run_1/flops_by_reg.png
Scale bar: 50 um. Other sequential cells in the stronger gray, the rest of the logic in the fainter gray.
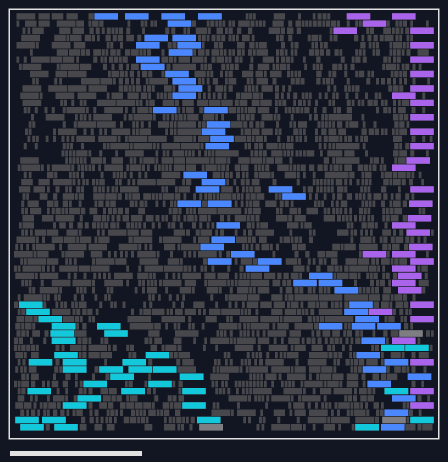
run_1/congestion.png
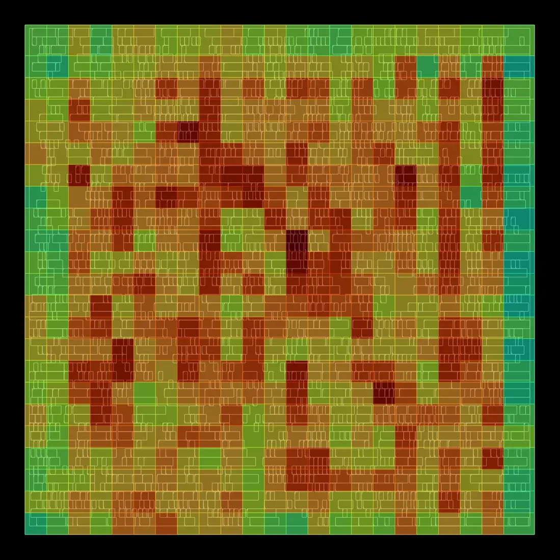
run_1/wires.png
Two of the layers only.
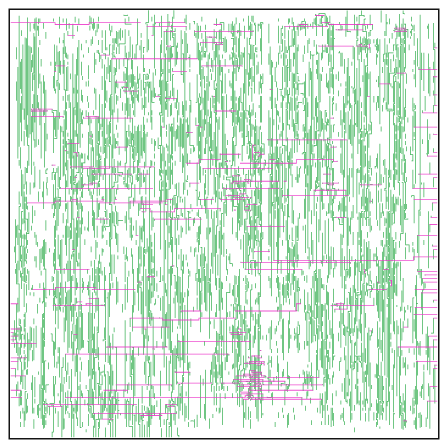
File: src/rtl/kmul_pkg.sv
// Shared width helpers for the Karatsuba multiplier pipeline.
// Stage payload structs are built from these helpers inside the top module.
package kmul_pkg;

    localparam int KMUL_CNT_W = 32;

    // Operand half-width H used for the Karatsuba split.
    function automatic int kmul_half_w(input int n);
        return n / 2;
    endfunction

    // Middle product (a+b)*(c+d): two (H+1)-bit sums give 2H+2 bits.
    function automatic int kmul_mid_w(input int n);
        return 2 * (n / 2) + 2;
    endfunction

    function automatic bit kmul_width_ok(input int n);
        return (n >= 4) && ((n % 2) == 0);
    endfunction

endpackage

File: src/rtl/kmul_stage_reg.sv
// Generic pipeline register slice carrying a valid bit and an opaque payload.
// Latency: 1 cycle when load is high; contents held when load is low.
// Backpressure: owner computes load (!vld || downstream loads); slice just obeys it.
module kmul_stage_reg #(
    parameter int W = 8
) (
    input  logic         clk,
    input  logic         rst_n,
    input  logic         load,
    input  logic         nxt_vld,
    input  logic [W-1:0] nxt_dat,
    output logic         vld,
    output logic [W-1:0] dat
);

    always_ff @(posedge clk or negedge rst_n) begin
        if (!rst_n) begin
            vld <= 1'b0;
            dat <= '0;
        end else if (load) begin
            vld <= nxt_vld;
            dat <= nxt_dat;
        end
    end

endmodule

File: src/rtl/karatsuba_mult_pipe.sv
// Three-stage Karatsuba multiplier, signed/unsigned per transaction, ID tag carried along.
// Latency: 3 cycles from accept to out_valid; one operand pair per cycle sustained.
// Backpressure: stalls hold every stage; in_ready is the S1 load term. KMUL_CNT_EN adds done/stall counters.
module karatsuba_mult_pipe
    import kmul_pkg::*;
#(
    parameter int DATA_WIDTH = 16,
    parameter int ID_WIDTH   = 4
) (
    input  logic                    clk,
    input  logic                    rst_n,
    input  logic                    in_valid,
    output logic                    in_ready,
    input  logic [DATA_WIDTH-1:0]   in_a,
    input  logic [DATA_WIDTH-1:0]   in_b,
    input  logic                    in_signed,
    input  logic [ID_WIDTH-1:0]     in_id,
    output logic                    out_valid,
    input  logic                    out_ready,
    output logic [2*DATA_WIDTH-1:0] out_product,
    output logic [ID_WIDTH-1:0]     out_id
`ifdef KMUL_CNT_EN
    ,
    output logic [KMUL_CNT_W-1:0]   done_cnt,
    output logic [KMUL_CNT_W-1:0]   stall_cnt
`endif
);

    localparam int N  = DATA_WIDTH;
    localparam int H  = kmul_half_w(DATA_WIDTH);
    localparam int MW = kmul_mid_w(DATA_WIDTH);

    generate
        if (!kmul_width_ok(DATA_WIDTH)) begin : g_bad_width
            $error("karatsuba_mult_pipe: DATA_WIDTH must be even and >= 4");
        end
    endgenerate

    typedef struct packed {
        logic [N-1:0]        mag_a;
        logic [N-1:0]        mag_b;
        logic                neg;
        logic [ID_WIDTH-1:0] id;
    } s1_t;

    typedef struct packed {
        logic [2*H-1:0]      ac;
        logic [2*H-1:0]      bd;
        logic [MW-1:0]       m;
        logic                neg;
        logic [ID_WIDTH-1:0] id;
    } s2_t;

    typedef struct packed {
        logic [2*N-1:0]      product;
        logic [ID_WIDTH-1:0] id;
    } s3_t;

    logic s1_vld, s2_vld, s3_vld;
    logic s1_load, s2_load, s3_load;
    s1_t  s1_nxt, s1_q;
    s2_t  s2_nxt, s2_q;
    s3_t  s3_nxt, s3_q;

    // Load chain runs from the output back to the input so a draining consumer
    // frees every stage in the same cycle.
    assign s3_load  = !s3_vld || out_ready;
    assign s2_load  = !s2_vld || s3_load;
    assign s1_load  = !s1_vld || s2_load;
    assign in_ready = s1_load;

    // S1: sign-magnitude conversion; -2^(N-1) maps to 2^(N-1), which fits N unsigned bits.
    logic a_neg, b_neg;

    always_comb begin
        a_neg         = in_signed & in_a[N-1];
        b_neg         = in_signed & in_b[N-1];
        s1_nxt        = '0;
        s1_nxt.mag_a  = a_neg ? (~in_a + 1'b1) : in_a;
        s1_nxt.mag_b  = b_neg ? (~in_b + 1'b1) : in_b;
        s1_nxt.neg    = in_signed & (in_a[N-1] ^ in_b[N-1]);
        s1_nxt.id     = in_id;
    end

    kmul_stage_reg #(.W($bits(s1_t))) u_s1 (
        .clk     (clk),
        .rst_n   (rst_n),
        .load    (s1_load),
        .nxt_vld (in_valid),
        .nxt_dat (s1_nxt),
        .vld     (s1_vld),
        .dat     (s1_q)
    );

    // S2: three half-width products instead of four.
    logic [2*H-1:0] a_w, b_w, c_w, d_w;
    logic [MW-1:0]  sum_ab, sum_cd;

    always_comb begin
        a_w        = {{H{1'b0}}, s1_q.mag_a[N-1:H]};
        b_w        = {{H{1'b0}}, s1_q.mag_a[H-1:0]};
        c_w        = {{H{1'b0}}, s1_q.mag_b[N-1:H]};
        d_w        = {{H{1'b0}}, s1_q.mag_b[H-1:0]};
        sum_ab     = {{(MW-H){1'b0}}, s1_q.mag_a[N-1:H]} + {{(MW-H){1'b0}}, s1_q.mag_a[H-1:0]};
        sum_cd     = {{(MW-H){1'b0}}, s1_q.mag_b[N-1:H]} + {{(MW-H){1'b0}}, s1_q.mag_b[H-1:0]};
        s2_nxt     = '0;
        s2_nxt.ac  = a_w * c_w;
        s2_nxt.bd  = b_w * d_w;
        s2_nxt.m   = sum_ab * sum_cd;
        s2_nxt.neg = s1_q.neg;
        s2_nxt.id  = s1_q.id;
    end

    kmul_stage_reg #(.W($bits(s2_t))) u_s2 (
        .clk     (clk),
        .rst_n   (rst_n),
        .load    (s2_load),
        .nxt_vld (s1_vld),
        .nxt_dat (s2_nxt),
        .vld     (s2_vld),
        .dat     (s2_q)
    );

    // S3: recombine; m - ac - bd = ad + bc is never negative, so 2N-bit wrap is safe.
    logic [2*N-1:0] ac_x, bd_x, m_x, mid_x, mag_p;

    always_comb begin
        ac_x           = {{(2*N-2*H){1'b0}}, s2_q.ac};
        bd_x           = {{(2*N-2*H){1'b0}}, s2_q.bd};
        m_x            = {{(2*N-MW){1'b0}}, s2_q.m};
        mid_x          = m_x - ac_x - bd_x;
        mag_p          = (ac_x << N) + (mid_x << H) + bd_x;
        s3_nxt         = '0;
        s3_nxt.product = s2_q.neg ? (~mag_p + 1'b1) : mag_p;
        s3_nxt.id      = s2_q.id;
    end

    kmul_stage_reg #(.W($bits(s3_t))) u_s3 (
        .clk     (clk),
        .rst_n   (rst_n),
        .load    (s3_load),
        .nxt_vld (s2_vld),
        .nxt_dat (s3_nxt),
        .vld     (s3_vld),
        .dat     (s3_q)
    );

    assign out_valid   = s3_vld;
    assign out_product = s3_q.product;
    assign out_id      = s3_q.id;

`ifdef KMUL_CNT_EN
    always_ff @(posedge clk or negedge rst_n) begin
        if (!rst_n) begin
            done_cnt  <= '0;
            stall_cnt <= '0;
        end else begin
            if (s3_vld && out_ready) begin
                done_cnt <= done_cnt + 1'b1;
            end
            if (s3_vld && !out_ready) begin
                stall_cnt <= stall_cnt + 1'b1;
            end
        end
    end
`endif

endmodule
File: config.mk
export PLATFORM = sky130hd
export DESIGN_NAME = karatsuba_mult_pipe
export DESIGN_NICKNAME = d
export VERILOG_FILES = /design/src/rtl/kmul_pkg.sv /design/src/rtl/kmul_stage_reg.sv /design/src/rtl/karatsuba_mult_pipe.sv
export SDC_FILE = /design/constraint.sdc
export NUM_CORES = 1
export LEC_CHECK = 0
export ABC_AREA = 1
export CORE_UTILIZATION = 65
export DETAILED_ROUTE_END_ITERATION = 10
export DONT_BUFFER_PORTS = 1
export HOLD_SLACK_MARGIN = 0.03
export PLACE_DENSITY_LB_ADDON = 0.15
export SYNTH_ARGS = -nofsm -noshare
export SYNTH_HDL_FRONTEND = slang
export SYNTH_SLANG_ARGS = --single-unit
export TNS_END_PERCENT = 30
File: constraint.sdc
create_clock -name clk -period 7.11 [get_ports clk]
set_input_delay 1.422 -clock clk [delete_from_list [all_inputs] [get_ports clk]]
set_output_delay 1.422 -clock clk [all_outputs]
set_load 0.02 [all_outputs]
==> notes.md, run 1 <==
The slew at the pin closest to its max-slew limit is 0.915 ns. Per the placement log, port buffering inserted 0 buffers. The flow ran to the end, and the final reports show no timing, DRC or antenna violations.

The most numerous cell type found on the critical path is sky130_fd_sc_hd__nand2_1. The number of buffers created by CTS is 17. The worst hold-check path type was register to register. The highest net fanout along the worst path is 10, and the post-CTS setup buffer count is 0.

Dominant synthesized flop cell: sky130_fd_sc_hd__dfrtp_1. TritonCTS built the clock tree. The maximum buffer depth of the clock tree is 2, and the setup TNS after final layout is 0 ns.

The final timing report derives a shortest allowable period of 6.24 ns. The worst setup path is captured at a register. Per the synthesis report, the dominant area consumer among library cells is sky130_fd_sc_hd__dfrtp_1.

The run gives 16500 um^2 as the netlist area before placement. Counting every net in the synthesized netlist gives 2654. The pre-antenna-repair detailed-routing pass consisted of 6 iterations. Worst-case reg-to-reg path depth: 28. The number of H-tree levels was 4; the area of placed instances was 16700 um^2.

Hold repair after CTS inserted 0 buffers. The Yosys step of the flow raised 0 warnings. The overall die height is 162 um. The via count normalized by instance count is 5.53, and the final estimated routing congestion in global placement is 0.914. In this run, post-CTS repair resized a total of 0 instances. The run gives 14400 as the number of global-route vias before repair. The async set or reset register ratio after synthesis is 1.00, and the maximum clock frequency is 160 MHz. The critical path class is register to register. Looking at the critical path, the single cell with the biggest stage delay is sky130_fd_sc_hd__dfrtp_1.

In this run the tools logged warnings totalling 29. Counting pins that exceed their max-slew limit in the final report gives 0. Number of nets with antenna violations after routing: 0.

The die is 162 um wide. The run gives 131 for the clock sink count. Summing all multi-input logic gate instances after layout gives 11400 um^2. Setup repair after global routing left no endpoint under its margin. The share of the clock period used by the worst path after layout was 0.877. The tools report the capture point of the critical path as u_s2.dat[22]. The synthesis run shows the most used standard cells to be 602 x sky130_fd_sc_hd__nand2_1, 434 x sky130_fd_sc_hd__inv_1, 185 x sky130_fd_sc_hd__ha_1. For reference, the final report shows the hold violation count at 0. In this run, synthesis produced a sequential element count of 131. The data arrival time reported for the critical path is 6.53 ns. The routed layout reports a DRC error count of 0. The tools report the part of the Yosys area used for sequential elements as 0.198.
About flops_by_reg.png:
[cyan] u_s1.dat | sequential cells: 37 | where: a band across the bottom
[blue] u_s2.dat | sequential cells: 55
[purple] u_s3.dat | sequential cells: 36 | where: a vertical strip on the right
not colored: 3
Finished Core Util: 0.693
combined flip-flop and latch cell area: 3280 um^2
sequential cell area share: 0.189

About congestion.png:
met2 Usage GRT: 0.588
GRT Util Overall: 0.332
Avg WL per Cell: 15.7 um
Most Used Layer, Global Route: met2

About wires.png:
[magenta] metal 3 | wire length: 2010 um
[green] metal 2 | wire length: 20.0 mm
total wire length after detailed routing: 40.8 mm
vias after detailed routing: 14400

-- run 1: critical path: cells and delay by family (launching register included) --
kind | cells | cell delay [ns]
buffers and inverters | 3 | 0.26
and+or+nand+nor | 9 | 1.12
adders and majority gates | 6 | 2.71
DFF | 1 | 0.56
AOI/OAI and AO/OA | 10 | 1.42
-- run 1: layout by cell type (no fill, tap or decap), drive strengths merged, types with 2 or more instances in the layout --
cell      count
a211oi        2
a21boi        3
a21o          4
a21oi       133
a31oi        16
buf           5
clkbuf       18
clkinv        3
clkinvlp      2
dfrtp       131
fa          127
ha          185
inv         449
mux2          4
nand2       611
nand3       100
nand3b        8
nand4        22
nor2        163
nor3         21
nor3b         3
o2111ai       3
o211ai        2
o21a          2
o21ai       116
o21bai        8
o22ai         5
o31ai         4
or2          21
xnor2        33
xor2         64
-- run 1: flip-flops by register name, indices dropped and copies added (netlist names) --
signal and flops:
u_s1.vld 1, u_s3.dat 36, u_s3.vld 1, u_s2.dat 55, u_s2.vld 1, u_s1.dat 37
-- run 1: worst min-delay path by stage --
stage           startpoint           to  cells after the start
6_report       u_s1.dat[1]  u_s2.dat[1]                      2
5_1_grt        u_s1.dat[1]  u_s1.dat[1]                      1
4_1_cts        u_s1.dat[1]  u_s2.dat[1]                      2
3_5_place_dp   u_s1.dat[1]  u_s2.dat[1]                      2
3_3_place_gp   u_s1.dat[3]  u_s2.dat[3]                      2
2_1_floorplan     u_s2.vld     u_s3.vld                      2
-- run 1: per-stage QoR --
step	instances	util	setup slack [ns]	hold WS (ns)
after floorplan	2301	-	1.71	0.423
after global placement	2572	0.669	1.07	0.464
after detailed placement	2572	0.669	0.928	0.483
after CTS	2604	0.693	0.905	0.494
after global routing	2604	0.693	0.320	0.515
final	2604	0.693	0.874	0.489
-- run 1: kinds of logic after synthesis --
logic type,count (synthesis),synth area share
and+or+nand+nor,953,0.240
AOI/OAI and AO/OA,299,0.0977
xor gates and xnor gates,97,0.0514
adders and majority gates,312,0.294
muxes,4,0.00272
buffers and inverters,505,0.116
DFF,131,0.198
-- run 1: final cells by class --
class	instances	area share
multi-input combinational	1665	0.655
sequential	131	0.189
inverter	441	0.0954
clock buffer	18	0.0253
tap	330	0.0238
clock inverter	14	0.00916
timing repair buffer	5	0.00216
-- run 1: metal layers --
layer / vias up / wire [um] / part of all wire / global-route usage
li1: 7095 / - / - / -
met1: 6813 / 17200 / 0.42 / 0.406
met2: 393 / 20000 / 0.49 / 0.588
met3: 93 / 2010 / 0.049 / 0.0475
met4: 0 / 1550 / 0.038 / 0.134
met5: - / 0 / 0 / 0
--- run 2 (diff from run 1) ---
- CAP_MARGIN: not set -> 20
- SKIP_LAST_GASP: not set -> 1
- SLEW_MARGIN: not set -> 20
==> notes.md, run 2 <==
With the all-layer global routing usage at 0.332, the maximum clock frequency is 160 MHz. The number of global-route vias before repair is 14400, and the time the worst path needs with I/O delays and setup is 6.24 ns. Row generation in the floorplan step produced 58 rows. The commonest register cell is sky130_fd_sc_hd__dfrtp_1. Counting every sink on the clock net gives 131. Wires add up to 40.8 mm. In this run, synthesis produced a sequential element count of 131. The tools report the number of antenna cells inserted as 0. By instance count, the cell type seen most on the critical path is sky130_fd_sc_hd__nand2_1.

Worst hold-check path type: register to register. Max fanout on the critical path was recorded as 10. The number of buffers created by CTS is 17, and the worst max-slew margin expressed relative to the limit is 0.388. The share of the clock period used by the worst path after layout works out to 0.877. Yosys attributes the largest share of cell area to sky130_fd_sc_hd__dfrtp_1 20%, sky130_fd_sc_hd__fa_1 15%, sky130_fd_sc_hd__ha_1 14%. The end-of-flow timing check tallies setup violations at 0. The total congestion overflow after global routing was 0; the setup TNS after final layout was 0 ns.

The run finished with clean final reports. With the final hold slack at 0.489 ns, the maximum buffer depth of the clock tree is 2. The run gives 29 for the tally of OpenROAD warnings.

The routed layout has 14400 vias. STA classifies the critical path endpoint as a register. The number of setup buffers added after CTS is 0.

The register with the most flip-flops in the layout has 55 of them. The most common logic cell in the final layout is sky130_fd_sc_hd__nand2_1. At the pin with the least slew margin, the transition time is 0.915 ns.

With the worst setup margin at 0.874 ns, the final estimated routing congestion in global placement is 0.914. In the final layout, the registers with the most flip-flops are u_s2.dat (55), u_s1.dat (37), u_s3.dat (36). The critical path data arrival time came out at 6.53 ns. The async set or reset register ratio after synthesis was 1.00; the via count normalized by instance count was 5.53.

The tools report the number of H-tree levels as 4. The count of nets left with antenna violations once routing finished came out at 0. The synthesis log from Yosys contains 0 warnings. Ranked by instance count, the synthesized netlist is headed by 602 x sky130_fd_sc_hd__nand2_1, 434 x sky130_fd_sc_hd__inv_1, 185 x sky130_fd_sc_hd__ha_1. For the number of hold buffers added after CTS, the log shows 0. The final timing report lists a hold violation count of 0. In the setup report, the worst path falls into the class register to register. The iteration count recorded for the first detailed-route pass is 6. At floorplan, the net count of the design was reported as 2654.

The die is 162 um wide. sky130_fd_sc_hd__dfrtp_1 takes more of the synthesized area than any other cell. The part of the Yosys area used for sequential elements was 0.198. The largest register by flop count is u_s2.dat. According to the floorplan report, the die height is 162 um.

The fraction of final layout cells sized beyond drive strength 1 came out at 0.0444. The critical path's slowest stage uses the library cell sky130_fd_sc_hd__dfrtp_1. After synthesis the cells add up to 16500 um^2. The run gives 0 as the number of gates given a new drive strength after cts.

Setup repair after global routing left no endpoint under its margin. TritonCTS built the clock tree. The largest single stage delay on the critical path is 0.56 ns.

In the layout the commonest cells are 601 x sky130_fd_sc_hd__nand2_1, 434 x sky130_fd_sc_hd__inv_1, 185 x sky130_fd_sc_hd__ha_1. The worst slack after detailed placement was 0.928 ns; the count of pins over their slew limit was 0. The average wire per cell in the routed design came out at 15.7 um.
-- run 2: logic make-up (layout without fill, tap and decap cells) --
kind of cell / Yosys count / count (layout) / share of synthesized area
AOI/OAI and AO/OA: 299 / 299 / 0.0977
xor gates and xnor gates: 97 / 97 / 0.0514
adders and majority gates: 312 / 312 / 0.294
DFF: 131 / 131 / 0.198
and+or+nand+nor: 953 / 953 / 0.240
buffers and inverters: 505 / 478 / 0.116
muxes: 4 / 4 / 0.00272
-- run 2: layout make-up --
cell class / instances / area [um^2]
tap: 330 / 413
fill: 2172 / 7690
clock inverter: 14 / 159
sequential: 131 / 3280
multi-input combinational: 1665 / 11400
timing repair buffer: 5 / 37.5
inverter: 441 / 1660
clock buffer: 18 / 439
-- run 2: metal layers --
layer	part of all wire	vias to the layer above	wire length [um]	GRT usage
met5	0	-	0	0
met2	0.49	393	20000	0.588
met3	0.049	93	2010	0.0475
met4	0.038	0	1550	0.134
li1	-	7095	-	-
met1	0.42	6813	17200	0.406
-- run 2: per-stage QoR --
step	instance area, um^2	utilization	cells
final	17300	0.693	2604
after global routing	17300	0.693	2604
after CTS	17300	0.693	2604
after detailed placement	16700	0.669	2572
after global placement	16700	0.669	2572
after floorplan	16500	-	2301
-- run 2: final timing paths --
path | depth (start not counted) | startpoint | slack (ns) | to
worst max-delay path | 28 | u_s1.dat[15] | 0.87 | u_s2.dat[22]
worst min-delay path | 2 | u_s1.dat[1] | 0.49 | u_s2.dat[1]
worst max register to register | 28 | u_s1.dat[15] | 0.87 | u_s2.dat[22]
worst min register to register | 2 | u_s1.dat[1] | 0.49 | u_s2.dat[1]
max in group asynchronous | 0 | rst_n | 6.23 | u_s2.dat[11]
min in group asynchronous | 0 | rst_n | 0.68 | u_s1.dat[4]
-- run 2: worst max-delay path, delay by kind of cell (launching register included) --
family                     cells  cell delay (ns)
and+or+nand+nor                9             1.12
DFF                            1             0.56
AOI/OAI and AO/OA             10             1.42
adders and majority gates      6             2.71
buffers and inverters          3             0.26
run_2/flops_by_reg.png
Scale bar: 50 um. Other sequential cells in the stronger gray, the rest of the logic in the fainter gray.
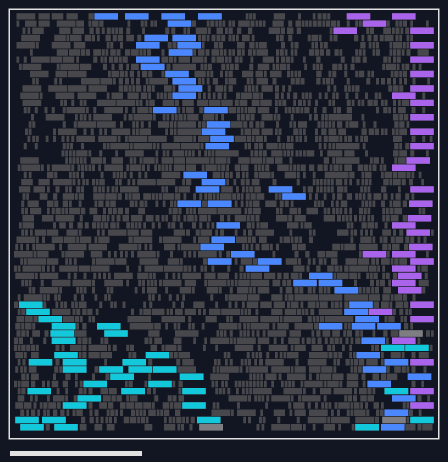
[cyan] u_s1.dat | sequential cells: 37 | where: a band across the bottom
[blue] u_s2.dat | sequential cells: 55
[purple] u_s3.dat | sequential cells: 36 | where: a vertical strip on the right
not colored: 3

run_2/io_fan.png
Scale bar: 50 um.
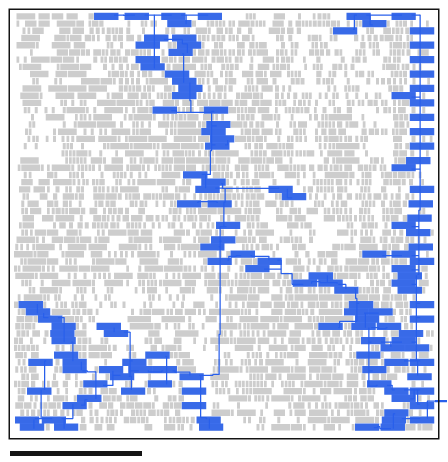
[blue] rst_n | direction: input | edge: east | end cells: 131 | buffers: 0 | wire: 844 um
I/O pin count: 79
number of I/O port buffers: 0

